<file path="config.mk">
export PLATFORM = sky130hd
export DESIGN_NAME = data_mem_arbiter_flat
export DESIGN_NICKNAME = d
export VERILOG_FILES = /design/src/rtl/data_mem_arbiter_if.sv /design/src/rtl/data_mem_arbiter.sv /design/src/flat_wrapper.sv
export SDC_FILE = /design/constraint.sdc
export NUM_CORES = 1
export LEC_CHECK = 0
export CAP_MARGIN = 20
export CORE_AREA = 2 2 101 103
export DETAILED_ROUTE_END_ITERATION = 16
export DIE_AREA = 0 0 103 105
export PLACE_DENSITY = 0.76
export SYNTH_ARGS = -nofsm -noshare
export SYNTH_HDL_FRONTEND = slang
export SYNTH_SLANG_ARGS = --single-unit
</file>
<file path="constraint.sdc">
create_clock -name CK_REF -period 3.67 [get_ports CK_REF]
set_input_delay 0.9175 -clock CK_REF [delete_from_list [all_inputs] [get_ports CK_REF]]
set_output_delay 0.9175 -clock CK_REF [all_outputs]
set_load 0.03 [all_outputs]
</file>
<file path="src/rtl/data_mem_arbiter_if.sv">
// -----------------------------------------------------------------------------
// data_mem_arbiter_if
// Single data-RAM access port (MEM_ACCESS_* bus) shared by the CPU memory stage
// and the loader/debug master.
//
// Signals
//   MEM_ACCESS_READ_WRN      RAM direction, 1 = read, 0 = write (arbiter -> RAM)
//   MEM_ACCESS_ADDRESS_BUS   RAM address                       (arbiter -> RAM)
//   MEM_ACCESS_DATA_OUT_BUS  RAM write data                    (arbiter -> RAM)
//   MEM_ACCESS_DATA_IN_BUS   RAM read data                     (RAM -> arbiter)
//
// Modports
//   master  the arbiter side, drives address/direction/write data
//   slave   the RAM register block side, returns read data
// -----------------------------------------------------------------------------
interface data_mem_arbiter_if #(
  parameter int ADDR_W = 16,
  parameter int DATA_W = 32
);

  logic              MEM_ACCESS_READ_WRN;
  logic [ADDR_W-1:0] MEM_ACCESS_ADDRESS_BUS;
  logic [DATA_W-1:0] MEM_ACCESS_DATA_OUT_BUS;
  logic [DATA_W-1:0] MEM_ACCESS_DATA_IN_BUS;

  modport master (
    output MEM_ACCESS_READ_WRN,
    output MEM_ACCESS_ADDRESS_BUS,
    output MEM_ACCESS_DATA_OUT_BUS,
    input  MEM_ACCESS_DATA_IN_BUS
  );

  modport slave (
    input  MEM_ACCESS_READ_WRN,
    input  MEM_ACCESS_ADDRESS_BUS,
    input  MEM_ACCESS_DATA_OUT_BUS,
    output MEM_ACCESS_DATA_IN_BUS
  );

endinterface

</file>
<file path="src/rtl/data_mem_arbiter.sv">
// -----------------------------------------------------------------------------
// data_mem_arbiter
// Shares the single data-RAM port between the CPU memory-access stage and an
// external loader/debug master. The CPU owns the port by default. A loader
// request freezes the CPU through cpu_halt, the loader then gets a bounded
// burst, and afterwards the CPU is guaranteed CPU_MIN_SLOT cycles of ownership
// before the loader can win again.
//
// Parameters
//   MAX_BURST     maximum loader beats per grant (burst length 0 = MAX_BURST)
//   CPU_MIN_SLOT  CPU_OWN cycles guaranteed after each loader release
//   ADDR_W        address width
//   DATA_W        data width
//
// Ports
//   CK_REF         clock, rising edge
//   int_rst_n      asynchronous active-low reset
//   cpu_req        CPU memory stage accesses RAM this cycle
//   cpu_read_wrn   CPU direction, 1 = read, 0 = write
//   cpu_addr       CPU address
//   cpu_wdata      CPU write data
//   cpu_rdata      RAM read data pass-through to the CPU
//   cpu_halt       registered HALT to the CPU pipeline
//   ldr_req        loader request / beat valid
//   ldr_read_wrn   loader direction
//   ldr_addr       loader address
//   ldr_wdata      loader write data
//   ldr_burst_len  beats requested, sampled when the grant sequence starts
//   ldr_gnt        registered: loader owns the port
//   ldr_rdata      RAM read data pass-through to the loader
//   ldr_done       registered one-cycle pulse at burst completion
//   mem            MEM_ACCESS_* bus towards the RAM register block
// -----------------------------------------------------------------------------
module data_mem_arbiter #(
  parameter int MAX_BURST    = 16,
  parameter int CPU_MIN_SLOT = 4,
  parameter int ADDR_W       = 16,
  parameter int DATA_W       = 32
) (
  input  logic              CK_REF,
  input  logic              int_rst_n,

  input  logic              cpu_req,
  input  logic              cpu_read_wrn,
  input  logic [ADDR_W-1:0] cpu_addr,
  input  logic [DATA_W-1:0] cpu_wdata,
  output logic [DATA_W-1:0] cpu_rdata,
  output logic              cpu_halt,

  input  logic              ldr_req,
  input  logic              ldr_read_wrn,
  input  logic [ADDR_W-1:0] ldr_addr,
  input  logic [DATA_W-1:0] ldr_wdata,
  input  logic [7:0]        ldr_burst_len,
  output logic              ldr_gnt,
  output logic [DATA_W-1:0] ldr_rdata,
  output logic              ldr_done,

  data_mem_arbiter_if.master mem
);

  localparam int BL_W = ($clog2(MAX_BURST + 1) < 1) ? 1 : $clog2(MAX_BURST + 1);
  localparam int GD_W = ($clog2(CPU_MIN_SLOT + 1) < 1) ? 1 : $clog2(CPU_MIN_SLOT + 1);
  localparam logic [7:0]      MAX_BURST_8 = 8'(MAX_BURST);
  localparam logic [GD_W-1:0] GUARD_LOAD  = GD_W'(CPU_MIN_SLOT);

  typedef enum logic [1:0] {
    CPU_OWN,
    HALT_SYNC,
    LDR_BURST,
    RELEASE
  } state_t;

  state_t          r_state;
  logic [BL_W-1:0] r_beat_cnt;
  logic [BL_W-1:0] r_burst_len_q;
  logic [GD_W-1:0] r_guard_cnt;
  logic            r_cpu_halt;
  logic            r_ldr_gnt;
  logic            r_ldr_done;

  logic [GD_W-1:0] w_guard_nxt;
  logic            w_ldr_go;
  logic            w_last_beat;
  logic            w_sel_cpu;
  logic            w_sel_ldr;

  // Requested burst length saturated into 1..MAX_BURST; 0 means a full burst.
  function automatic logic [BL_W-1:0] f_clamp_len(input logic [7:0] len);
    if ((len == 8'd0) || (len > MAX_BURST_8))
      return BL_W'(MAX_BURST_8);
    else
      return BL_W'(len);
  endfunction

  // Guard counter decrement that saturates at zero.
  function automatic logic [GD_W-1:0] f_sat_dec(input logic [GD_W-1:0] v);
    if (v == '0)
      return '0;
    else
      return v - GD_W'(1);
  endfunction

  assign w_guard_nxt = f_sat_dec(r_guard_cnt);

  // The guard is loaded with CPU_MIN_SLOT on release and counts down once per
  // CPU_OWN cycle. Testing the decremented value lets a held loader request be
  // accepted at the end of the CPU_MIN_SLOT-th CPU_OWN cycle, so the CPU gets
  // exactly CPU_MIN_SLOT cycles rather than one extra.
  assign w_ldr_go    = ldr_req && (w_guard_nxt == '0);
  assign w_last_beat = ((r_beat_cnt + BL_W'(1)) == r_burst_len_q);

  // Owner selection; reset forces the idle bus regardless of state.
  assign w_sel_cpu = int_rst_n && (r_state == CPU_OWN)   && cpu_req;
  assign w_sel_ldr = int_rst_n && (r_state == LDR_BURST) && ldr_req;

  always_comb begin
    mem.MEM_ACCESS_READ_WRN     = 1'b1;
    mem.MEM_ACCESS_ADDRESS_BUS  = '0;
    mem.MEM_ACCESS_DATA_OUT_BUS = '0;
    if (w_sel_cpu) begin
      mem.MEM_ACCESS_READ_WRN     = cpu_read_wrn;
      mem.MEM_ACCESS_ADDRESS_BUS  = cpu_addr;
      mem.MEM_ACCESS_DATA_OUT_BUS = cpu_wdata;
    end else if (w_sel_ldr) begin
      mem.MEM_ACCESS_READ_WRN     = ldr_read_wrn;
      mem.MEM_ACCESS_ADDRESS_BUS  = ldr_addr;
      mem.MEM_ACCESS_DATA_OUT_BUS = ldr_wdata;
    end
  end

  // Read data is shared; each master qualifies it with its own req/gnt.
  assign cpu_rdata = mem.MEM_ACCESS_DATA_IN_BUS;
  assign ldr_rdata = mem.MEM_ACCESS_DATA_IN_BUS;

  assign cpu_halt = r_cpu_halt;
  assign ldr_gnt  = r_ldr_gnt;
  assign ldr_done = r_ldr_done;

  // Ownership FSM; cpu_halt/ldr_gnt/ldr_done are registered alongside the
  // state so they are glitch-free decodes of the state being entered.
  always_ff @(posedge CK_REF or negedge int_rst_n) begin
    if (!int_rst_n) begin
      r_state       <= CPU_OWN;
      r_beat_cnt    <= '0;
      r_burst_len_q <= '0;
      r_guard_cnt   <= '0;
      r_cpu_halt    <= 1'b0;
      r_ldr_gnt     <= 1'b0;
      r_ldr_done    <= 1'b0;
    end else begin
      case (r_state)
        CPU_OWN: begin
          r_guard_cnt <= w_guard_nxt;
          // A CPU access in this same cycle still completes on the bus.
          if (w_ldr_go) begin
            r_state       <= HALT_SYNC;
            r_burst_len_q <= f_clamp_len(ldr_burst_len);
            r_cpu_halt    <= 1'b1;
          end
        end
        HALT_SYNC: begin
          // One idle cycle lets the halted CPU pipeline settle; the grant
          // follows unconditionally even if the loader withdrew.
          r_state   <= LDR_BURST;
          r_ldr_gnt <= 1'b1;
        end
        LDR_BURST: begin
          // Cycles without ldr_req are stalls: the count holds, no timeout.
          if (ldr_req) begin
            if (w_last_beat) begin
              r_state    <= RELEASE;
              r_ldr_gnt  <= 1'b0;
              r_cpu_halt <= 1'b0;
              r_ldr_done <= 1'b1;
            end else begin
              r_beat_cnt <= r_beat_cnt + BL_W'(1);
            end
          end
        end
        RELEASE: begin
          r_state     <= CPU_OWN;
          r_ldr_done  <= 1'b0;
          r_beat_cnt  <= '0;
          r_guard_cnt <= GUARD_LOAD;
        end
        default: begin
          r_state    <= CPU_OWN;
          r_cpu_halt <= 1'b0;
          r_ldr_gnt  <= 1'b0;
          r_ldr_done <= 1'b0;
        end
      endcase
    end
  end

endmodule

</file>
<file path="src/flat_wrapper.sv">
// flat-port wrapper written by rule: the top's interface ports become plain ports
module data_mem_arbiter_flat 
#(
  parameter int MAX_BURST    = 16,
  parameter int CPU_MIN_SLOT = 4,
  parameter int ADDR_W       = 16,
  parameter int DATA_W       = 32
)
  (CK_REF, int_rst_n, cpu_req, cpu_read_wrn, cpu_addr, cpu_wdata, cpu_rdata, cpu_halt, ldr_req, ldr_read_wrn, ldr_addr, ldr_wdata, ldr_burst_len, ldr_gnt, ldr_rdata, ldr_done, mem_MEM_ACCESS_READ_WRN, mem_MEM_ACCESS_ADDRESS_BUS, mem_MEM_ACCESS_DATA_OUT_BUS, mem_MEM_ACCESS_DATA_IN_BUS);
  data_mem_arbiter_if #(.ADDR_W(ADDR_W), .DATA_W(DATA_W)) mem_i ();
  input  logic CK_REF;
  input  logic int_rst_n;
  input  logic cpu_req;
  input  logic cpu_read_wrn;
  input  logic [ADDR_W-1:0] cpu_addr;
  input  logic [DATA_W-1:0] cpu_wdata;
  output logic [DATA_W-1:0] cpu_rdata;
  output logic cpu_halt;
  input  logic ldr_req;
  input  logic ldr_read_wrn;
  input  logic [ADDR_W-1:0] ldr_addr;
  input  logic [DATA_W-1:0] ldr_wdata;
  input  logic [7:0] ldr_burst_len;
  output logic ldr_gnt;
  output logic [DATA_W-1:0] ldr_rdata;
  output logic ldr_done;
  output wire logic [$bits(mem_i.MEM_ACCESS_READ_WRN)-1:0] mem_MEM_ACCESS_READ_WRN;
  output wire logic [$bits(mem_i.MEM_ACCESS_ADDRESS_BUS)-1:0] mem_MEM_ACCESS_ADDRESS_BUS;
  output wire logic [$bits(mem_i.MEM_ACCESS_DATA_OUT_BUS)-1:0] mem_MEM_ACCESS_DATA_OUT_BUS;
  input wire logic [$bits(mem_i.MEM_ACCESS_DATA_IN_BUS)-1:0] mem_MEM_ACCESS_DATA_IN_BUS;
  assign mem_MEM_ACCESS_READ_WRN = mem_i.MEM_ACCESS_READ_WRN;
  assign mem_MEM_ACCESS_ADDRESS_BUS = mem_i.MEM_ACCESS_ADDRESS_BUS;
  assign mem_MEM_ACCESS_DATA_OUT_BUS = mem_i.MEM_ACCESS_DATA_OUT_BUS;
  assign mem_i.MEM_ACCESS_DATA_IN_BUS = mem_MEM_ACCESS_DATA_IN_BUS;
  data_mem_arbiter #(.MAX_BURST(MAX_BURST), .CPU_MIN_SLOT(CPU_MIN_SLOT), .ADDR_W(ADDR_W), .DATA_W(DATA_W)) u_core (.CK_REF(CK_REF), .int_rst_n(int_rst_n), .cpu_req(cpu_req), .cpu_read_wrn(cpu_read_wrn), .cpu_addr(cpu_addr), .cpu_wdata(cpu_wdata), .cpu_rdata(cpu_rdata), .cpu_halt(cpu_halt), .ldr_req(ldr_req), .ldr_read_wrn(ldr_read_wrn), .ldr_addr(ldr_addr), .ldr_wdata(ldr_wdata), .ldr_burst_len(ldr_burst_len), .ldr_gnt(ldr_gnt), .ldr_rdata(ldr_rdata), .ldr_done(ldr_done), .mem(mem_i));
endmodule
</file>
==> reports/qor.json, run 1 <==
{
  "grt_max_degree": 50,
  "post-route-drc-count": 0,
  "clock_skew_ps": 1.47,
  "yosys-stat-cells": 246,
  "max-vdd-ir-drop_uv": 208,
  "cts_max_path_buffers": 2,
  "tool_warnings": 30,
  "r2r_slack_ps": 1600,
  "post-cts-setup-buffers": 0,
  "power-per-cell-area_nw_per_um2": 515,
  "worst-setup-path-type": "input pin to output port",
  "die_area_um2": 10800,
  "status": "finished, final reports clean",
  "ant_nets": 0,
  "placedInstanceArea_um2": 3380,
  "timing.max_slew.rel_slack_pct": 55.4,
  "n_antenna_cell": 0,
  "syn-instance-count": 246,
  "post_layout_nonfiller_instances": 472,
  "cts-hold-fix-buffers": 0,
  "worst_r2r_endpoint": "u_core.r_state[1]",
  "achievable-frequency_mhz": 289,
  "filler_cell_count": 994,
  "rr_startpoint": "u_core.r_beat_cnt[0]",
  "cp_num_cells": 6,
  "share_of_final_layout_standard_cells_stronger_than_drive_strength_1_pct": 19.8,
  "numCtsBuffers": 3,
  "reg2reg_depth": 6,
  "grt_overflow_total": 0,
  "first_pass_grt_wire_length_um": 11000,
  "synthesis.area_um2": 2100,
  "finalHoldViolCount": 0,
  "worstSetupStartpointType": "input pin",
  "clkSlewWorstSetupHoldPaths_ps": 70,
  "ioPinCount": 258,
  "placement_rows": 36,
  "synthArstFlopShare_pct": 100,
  "wirelength_um": 7460,
  "post_cts_resized": 0,
  "grt_util_all_layers_pct": 12.8,
  "dieWidth_um": 103,
  "period_minus_ws_final_ps": 3460,
  "yosys-top-cells-area": "sky130_fd_sc_hd__buf_4 (23%), sky130_fd_sc_hd__dfrtp_1 (21%), sky130_fd_sc_hd__a22o_1 (20%), sky130_fd_sc_hd__ha_1 (3.6%), sky130_fd_sc_hd__inv_1 (2.7%)",
  "worst_ep_arrival_time_ps": 2540,
  "timing.final.setup_violations": 0,
  "min-delay-path-class": "flip-flop to flip-flop",
  "flow.area_growth_from_synthesis_pct": 63.1,
  "yosysMostFrequentCell": "sky130_fd_sc_hd__buf_4",
  "drv_cap": 0,
  "ctsHtreeMaxLevel": 1,
  "detail_route.iter0.violations": 116,
  "critical_path.max_stage_delay_ps": 480,
  "endpoint_kind": "output port",
  "hold_end": "u_core.ldr_done",
  "drt-vias-per-instance": 4.57,
  "cts_tree": "yes",
  "post_route_cell_area_um2": 3420,
  "post-place-ws_ps": 228,
  "first_global_vias": 2138,
  "synth_sequential_area_ratio_pct": 21.5,
  "total_leakage_power_nw": 1.46,
  "critPathBufInv": 3,
  "final_tns_setup_ps": 0,
  "drt_pass1_iterations": 4,
  "postLayoutSetupSlackWorst_ps": 209,
  "netlist-cell-type-count": 43,
  "dominantRegCellSynth": "sky130_fd_sc_hd__dfrtp_1",
  "final_max_slew_viol_count": 0,
  "min_period_over_period_pct": 94.3,
  "cell_count_after_placement": 469
}
run 1: layout make-up:
type / count / area share, %
multi-input combinational: 135 / 30.8
timing repair buffer: 168 / 48.3
tap: 133 / 4.86
inverter: 15 / 1.64
clock buffer: 3 / 1.21
sequential: 18 / 13.2
run 1: cell families after synthesis:
kind of cell             Yosys count  share of synthesized area (%)
AND-OR/OR-AND                     81                           31.8
XOR/XNOR                           6                           2.86
adder cells (fa/ha/maj)            6                           3.58
buffers and inverters             93                           28.6
flip-flops                        18                           21.5
multiplexers                       2                          0.954
AND/OR/NAND/NOR                   40                           10.7
run 1: stage by stage:
step	total power, mW	util (%)
detailed placement	1.63	35.1
floorplan	1.28	-
global placement	1.60	35.1
CTS	1.77	35.5
finish	1.76	35.5
global route	1.89	35.5
run 1: power by group:
part           internal (mW)  switching [mW]  leakage [nW]
sequential             0.291          0.0991         0.220
clock                 0.0730          0.0668        0.0216
combinational          0.575           0.657          1.22
total                  0.939           0.823          1.46
run 1: layer usage:
layer | GRT usage [%] | up-vias | wire length, um
met5 | 0 | - | 0
met4 | 3.20 | 0 | 112
met3 | 3.34 | 16 | 675
met2 | 23.2 | 116 | 3840
met1 | 14.7 | 1007 | 2830
li1 | - | 1018 | -
run 1: layout by cell type, fill, tap and decap left out, types with 2 or more instances in the layout:
cell,synthesis,final
sky130_fd_sc_hd__a21oi_1,4,4
sky130_fd_sc_hd__a22o_1,49,49
sky130_fd_sc_hd__a31oi_1,3,3
sky130_fd_sc_hd__buf_12,0,9
sky130_fd_sc_hd__buf_4,65,47
sky130_fd_sc_hd__clkbuf_8,0,3
sky130_fd_sc_hd__clkdlybuf4s50_1,0,112
sky130_fd_sc_hd__dfrtp_1,18,18
sky130_fd_sc_hd__ha_1,6,6
sky130_fd_sc_hd__inv_1,15,15
sky130_fd_sc_hd__mux2i_1,2,2
sky130_fd_sc_hd__nand2_1,10,10
sky130_fd_sc_hd__nand3_1,8,8
sky130_fd_sc_hd__nor2_1,4,4
sky130_fd_sc_hd__nor3_1,2,2
sky130_fd_sc_hd__nor3b_1,2,2
sky130_fd_sc_hd__nor4_1,4,4
sky130_fd_sc_hd__o211ai_1,6,6
sky130_fd_sc_hd__o21ai_0,7,7
sky130_fd_sc_hd__xnor2_1,3,3
sky130_fd_sc_hd__xor2_1,2,2
run 1: worst max-delay path by stage:
stage,start,endpoint
final,int_rst_n,mem_MEM_ACCESS_DATA_OUT_BUS[12]
after global routing,int_rst_n,mem_MEM_ACCESS_DATA_OUT_BUS[6]
after CTS,int_rst_n,mem_MEM_ACCESS_DATA_OUT_BUS[6]
after detailed placement,int_rst_n,mem_MEM_ACCESS_ADDRESS_BUS[5]
after global placement,int_rst_n,mem_MEM_ACCESS_DATA_OUT_BUS[12]
after floorplan,cpu_req,mem_MEM_ACCESS_READ_WRN
run 1: state kept, by name (all words and copies together) (netlist names):
register / flops
u_core.cpu_halt: 1
u_core.ldr_done: 1
u_core.ldr_gnt: 1
u_core.r_beat_cnt: 5
u_core.r_burst_len_q: 5
u_core.r_guard_cnt: 3
u_core.r_state: 2
==> run_1/io_fan.png <==
The bar under the picture is 20 um long.
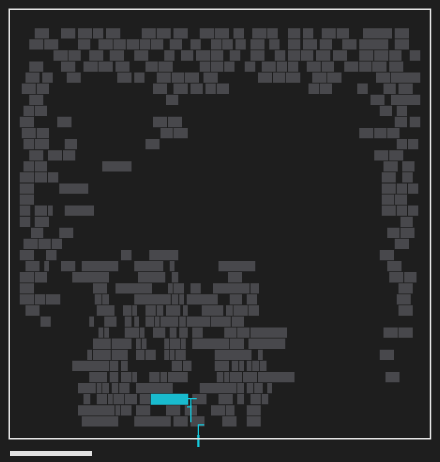
port	colour	bits	direction	edge	end cells	buffers	wire
ldr_done	cyan	1	output	bottom	1	1	13.3 um

==> run_1/layer_met1.png <==
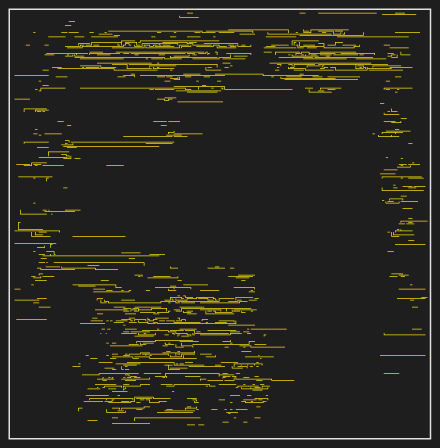
longest straight run	28.5 um
share of all routed wire	38%

==> run_1/congestion.png <==
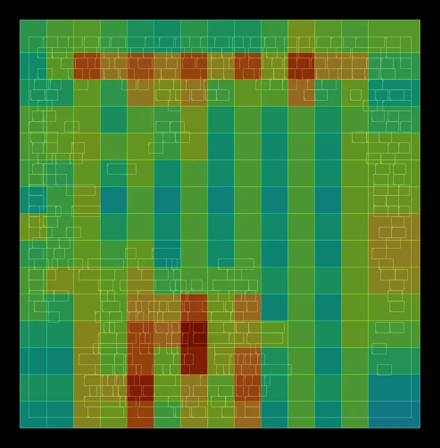
most crowded layer after global routing: met2
met3 usage: 3.34%

==> run_1/clk_routes.png <==
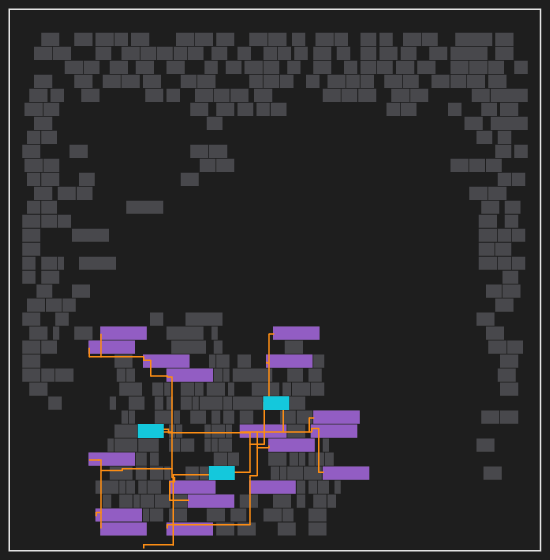
[clock wires] orange | length: 252 um
[clock drivers] cyan | count: 3
[flip-flops] purple | count: 18
routed clock nets	4

==> run 2: changes to the inputs <==
CORE_AREA = default   (was 2 2 101 103)
CORE_MARGIN = 4   (was default)
CORE_UTILIZATION = 25   (was default)
DIE_AREA = default   (was 0 0 103 105)
PLACE_DENSITY = 0.85   (was 0.76)
==> run 2 against run 1 <==
Effect of this change: routed wire length is 5.4% higher; sequential share of layout area is 0.22 points higher; first-iteration DRC count is 0.86% higher; synthesized cell count stayed put; die area is 8.2% lower.
==> reports/qor.json, run 2 <==
{
  "numPortBuffers": 161,
  "final_tns_setup_ps": 0,
  "share_of_cell_area_taken_by_muxes_after_synthesis_pct": 0.954,
  "detail_route.iter0.violations": 117,
  "total_leakage_power_nw": 1.46,
  "flow.area_growth_from_synthesis_pct": 60.4,
  "placedInstanceArea_um2": 3320,
  "tool_warnings": 30,
  "numCtsBuffers": 3,
  "reg2reg_depth": 6,
  "use_met3_pct": 3.86,
  "die-height_um": 99.6,
  "clkSlewWorstSetupHoldPaths_ps": 70,
  "layout.area.seq_um2": 450,
  "worstSetupStartpointType": "input pin",
  "rsz0062_at_grt": "no",
  "utilization_pct": 41.2,
  "ctsHtreeMaxLevel": 1,
  "first_global_vias": 2205,
  "timing.critical_path.mode_cell": "sky130_fd_sc_hd__buf_4",
  "synth_xor_xnor_area_share_pct": 2.86,
  "core_region_area_um2": 8180,
  "route.detailed.wl_per_inst_um": 17.6,
  "drv_cap": 0,
  "dieWidth_um": 99.6,
  "yosys-top-cells-area": "sky130_fd_sc_hd__buf_4 (23%), sky130_fd_sc_hd__dfrtp_1 (21%), sky130_fd_sc_hd__a22o_1 (20%), sky130_fd_sc_hd__ha_1 (3.6%), sky130_fd_sc_hd__inv_1 (2.7%)",
  "yosysWarnings": 0,
  "timing.critical_path.cells": "clkdlybuf4s50_1, and3_2, buf_4, a22o_1, buf_4",
  "tritoncts_num_sinks": 18,
  "post_cts_resized": 0,
  "power-per-cell-area_nw_per_um2": 525,
  "die_area_um2": 9920,
  "clock_insertion_delay_worst_skew_ps": 260,
  "min_path_cells": 2,
  "timing.max_slew.rel_slack_pct": 53.9,
  "root_buffer": "sky130_fd_sc_hd__clkbuf_8",
  "design.final.nets": 491,
  "synthArstFlopShare_pct": 100,
  "worst_pin_slew_ps": 685,
  "worst_ep_arrival_time_ps": 2620,
  "ant_nets": 0,
  "hold_end": "u_core.ldr_gnt",
  "yosysMostFrequentCell": "sky130_fd_sc_hd__buf_4",
  "r2r_slack_ps": 1690,
  "min-delay-path-class": "flip-flop to flip-flop",
  "share_of_final_layout_standard_cells_stronger_than_drive_strength_1_pct": 20.2,
  "critPathMaxFanout": 42,
  "cts_max_path_buffers": 2,
  "ys.flops": 18,
  "achievable-frequency_mhz": 283,
  "grt_overflow_total": 0,
  "syn-instance-count": 246,
  "critical_path.max_stage_delay_ps": 600,
  "post_route_cell_area_um2": 3370,
  "reg.largest.list": "u_core.r_beat_cnt: 5 flops, u_core.r_burst_len_q: 5 flops, u_core.r_guard_cnt: 3 flops",
  "post-cts-setup-buffers": 0,
  "worst_r2r_endpoint": "u_core.r_state[1]",
  "cts-hold-fix-buffers": 0,
  "status": "finished, final reports clean",
  "final_max_slew_viol_count": 0,
  "max-vdd-ir-drop_uv": 193,
  "most_used_cells_in_the_layout_excluding_fill_and_tap_cells": "sky130_fd_sc_hd__clkdlybuf4s50_1 (112), sky130_fd_sc_hd__buf_4 (52), sky130_fd_sc_hd__a22o_1 (49)",
  "hold_start": "u_core.ldr_gnt",
  "synth-area-yosys_um2": 2100,
  "number_of_antenna_violations_at_the_first_check_in_global_routing": 0,
  "fp-utilization_pct": 25.7,
  "top_logic_kind": "AND-OR/OR-AND gates",
  "worst-setup-path-type": "input pin to output port",
  "drt_pass1_iterations": 4,
  "synth.cells.most_frequent": "sky130_fd_sc_hd__buf_4 (65), sky130_fd_sc_hd__a22o_1 (49), sky130_fd_sc_hd__dfrtp_1 (18)",
  "place_congestion": 0.842,
  "worstPathRequired_ps": 2750,
  "layout_top_cell": "sky130_fd_sc_hd__clkdlybuf4s50_1",
  "grt_util_met2_pct": 24.3,
  "top_usage_layer": "met2",
  "yosys-stat-cells": 246,
  "rr_startpoint": "u_core.r_beat_cnt[0]",
  "grt_util_all_layers_pct": 14.6,
  "yosysTopAreaCell": "sky130_fd_sc_hd__buf_4",
  "synthesis.nets": 394,
  "timing.final.setup_violations": 0,
  "multiInputGateArea_um2": 1050,
  "first_pass_grt_wire_length_um": 11700,
  "top_area_share_pct": 23.3,
  "synthesized_area_fraction_occupied_by_and_or_nand_nor_cells_pct": 10.7,
  "n_antenna_cell": 0,
  "grt_max_degree": 43,
  "number_of_enable_flip_flop_cells": 0,
  "period_minus_ws_final_ps": 3530,
  "cts_tree": "yes",
  "synth_sequential_area_ratio_pct": 21.5,
  "dominantRegCellSynth": "sky130_fd_sc_hd__dfrtp_1",
  "synthesis.area_um2": 2100,
  "endpoint_kind": "output port",
  "post_synth_fa_ha_maj_area_fraction_pct": 3.58,
  "placement_rows": 33,
  "synth.cellmix.compoundShare_pct": 31.8,
  "avgSynthCellArea_um2": 8.53,
  "finalHoldViolCount": 0,
  "min_period_over_period_pct": 96.3,
  "drt-vias-per-instance": 4.85,
  "slowest_stage": "sky130_fd_sc_hd__clkdlybuf4s50_1",
  "post-route-drc-count": 0,
  "ioPinCount": 258,
  "filler_cell_count": 787,
  "netlist-cell-type-count": 43,
  "hpwl_um": 6500
}
==> run 2: cell counts after synthesis <==
No cell type changed its count.
==> run 2: cell type report <==
type,instances,share of cell area [%]
sequential,18,13.4
timing repair buffer,170,48.5
tap,105,3.90
multi-input combinational,135,31.3
clock buffer,3,1.23
inverter,15,1.67
==> run 2: cell families after synthesis <==
kind of cell,count (synthesis)
XOR/XNOR,6
multiplexers,2
AND/OR/NAND/NOR,40
flip-flops,18
adder cells (fa/ha/maj),6
AND-OR/OR-AND,81
buffers and inverters,93
==> run 2: power breakdown <==
group	switching (mW)	internal [mW]	total, mW
clock	0.0688	0.0732	0.142
sequential	0.102	0.291	0.394
combinational	0.666	0.567	1.23
==> run 2: worst max path at each step <==
stage | slack [ps] | startpoint | to | depth (start not counted)
floorplan | 620 | cpu_req | mem_MEM_ACCESS_READ_WRN | 6
global placement | 160 | int_rst_n | mem_MEM_ACCESS_DATA_OUT_BUS[2] | 5
detailed placement | 150 | int_rst_n | mem_MEM_ACCESS_DATA_OUT_BUS[2] | 5
CTS | 160 | int_rst_n | mem_MEM_ACCESS_DATA_OUT_BUS[2] | 5
global route | 90 | int_rst_n | mem_MEM_ACCESS_DATA_OUT_BUS[2] | 5
finish | 140 | int_rst_n | mem_MEM_ACCESS_DATA_OUT_BUS[2] | 5
==> run 2: critical path, delay by kind of cell <==
kind | cells | cell delay (ps)
AOI/OAI and AO/OA | 1 | 250
buffers and inverters | 3 | 1180
and+or+nand+nor | 1 | 270
==> run 2: stage by stage <==
stage	setup WS [ps]	hold WS, ps	std cells	power (mW)
finish	135	512	446	1.77
global route	85.2	552	446	1.90
CTS	157	523	446	1.78
detailed placement	154	508	443	1.63
global placement	158	494	443	1.59
floorplan	620	503	246	1.28
==> run 2: metal layers <==
layer	part of all wire [%]	routed length [um]	vias up
li1	-	-	1022
met1	38	3010	990
met2	48	3800	113
met3	10	792	39
met4	3.3	261	0
met5	0	0	-
==> run_2/clk_routes.png <==
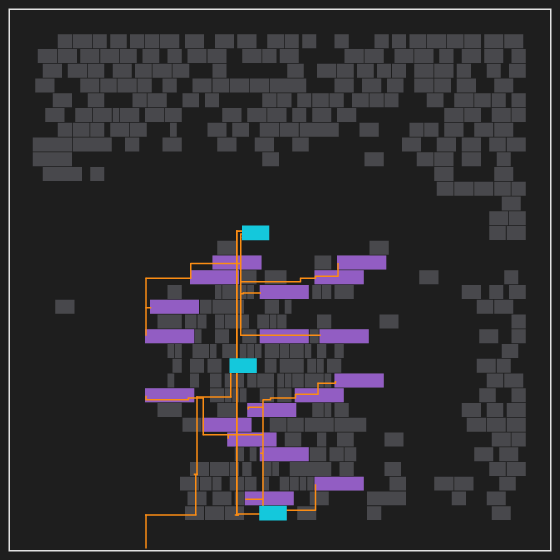
total clock network power: 0.142 mW
share of power burned in the clock network: 8.0%
Clock Skew: 0.957 ps

==> run_2/layer_met1.png <==
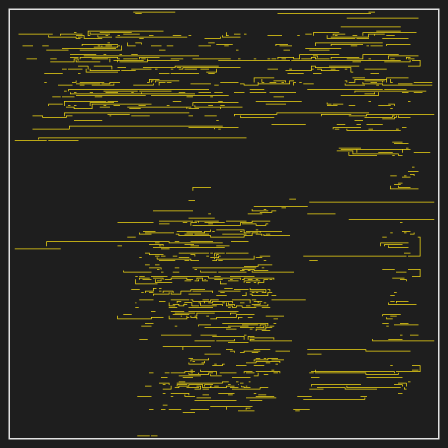
met1 track demand over resource in global routing: 17.2%
total number of vias: 2,164
total routed wirelength: 7860 um

Power figures rest on the tool's default switching activity, not on a simulated workload.
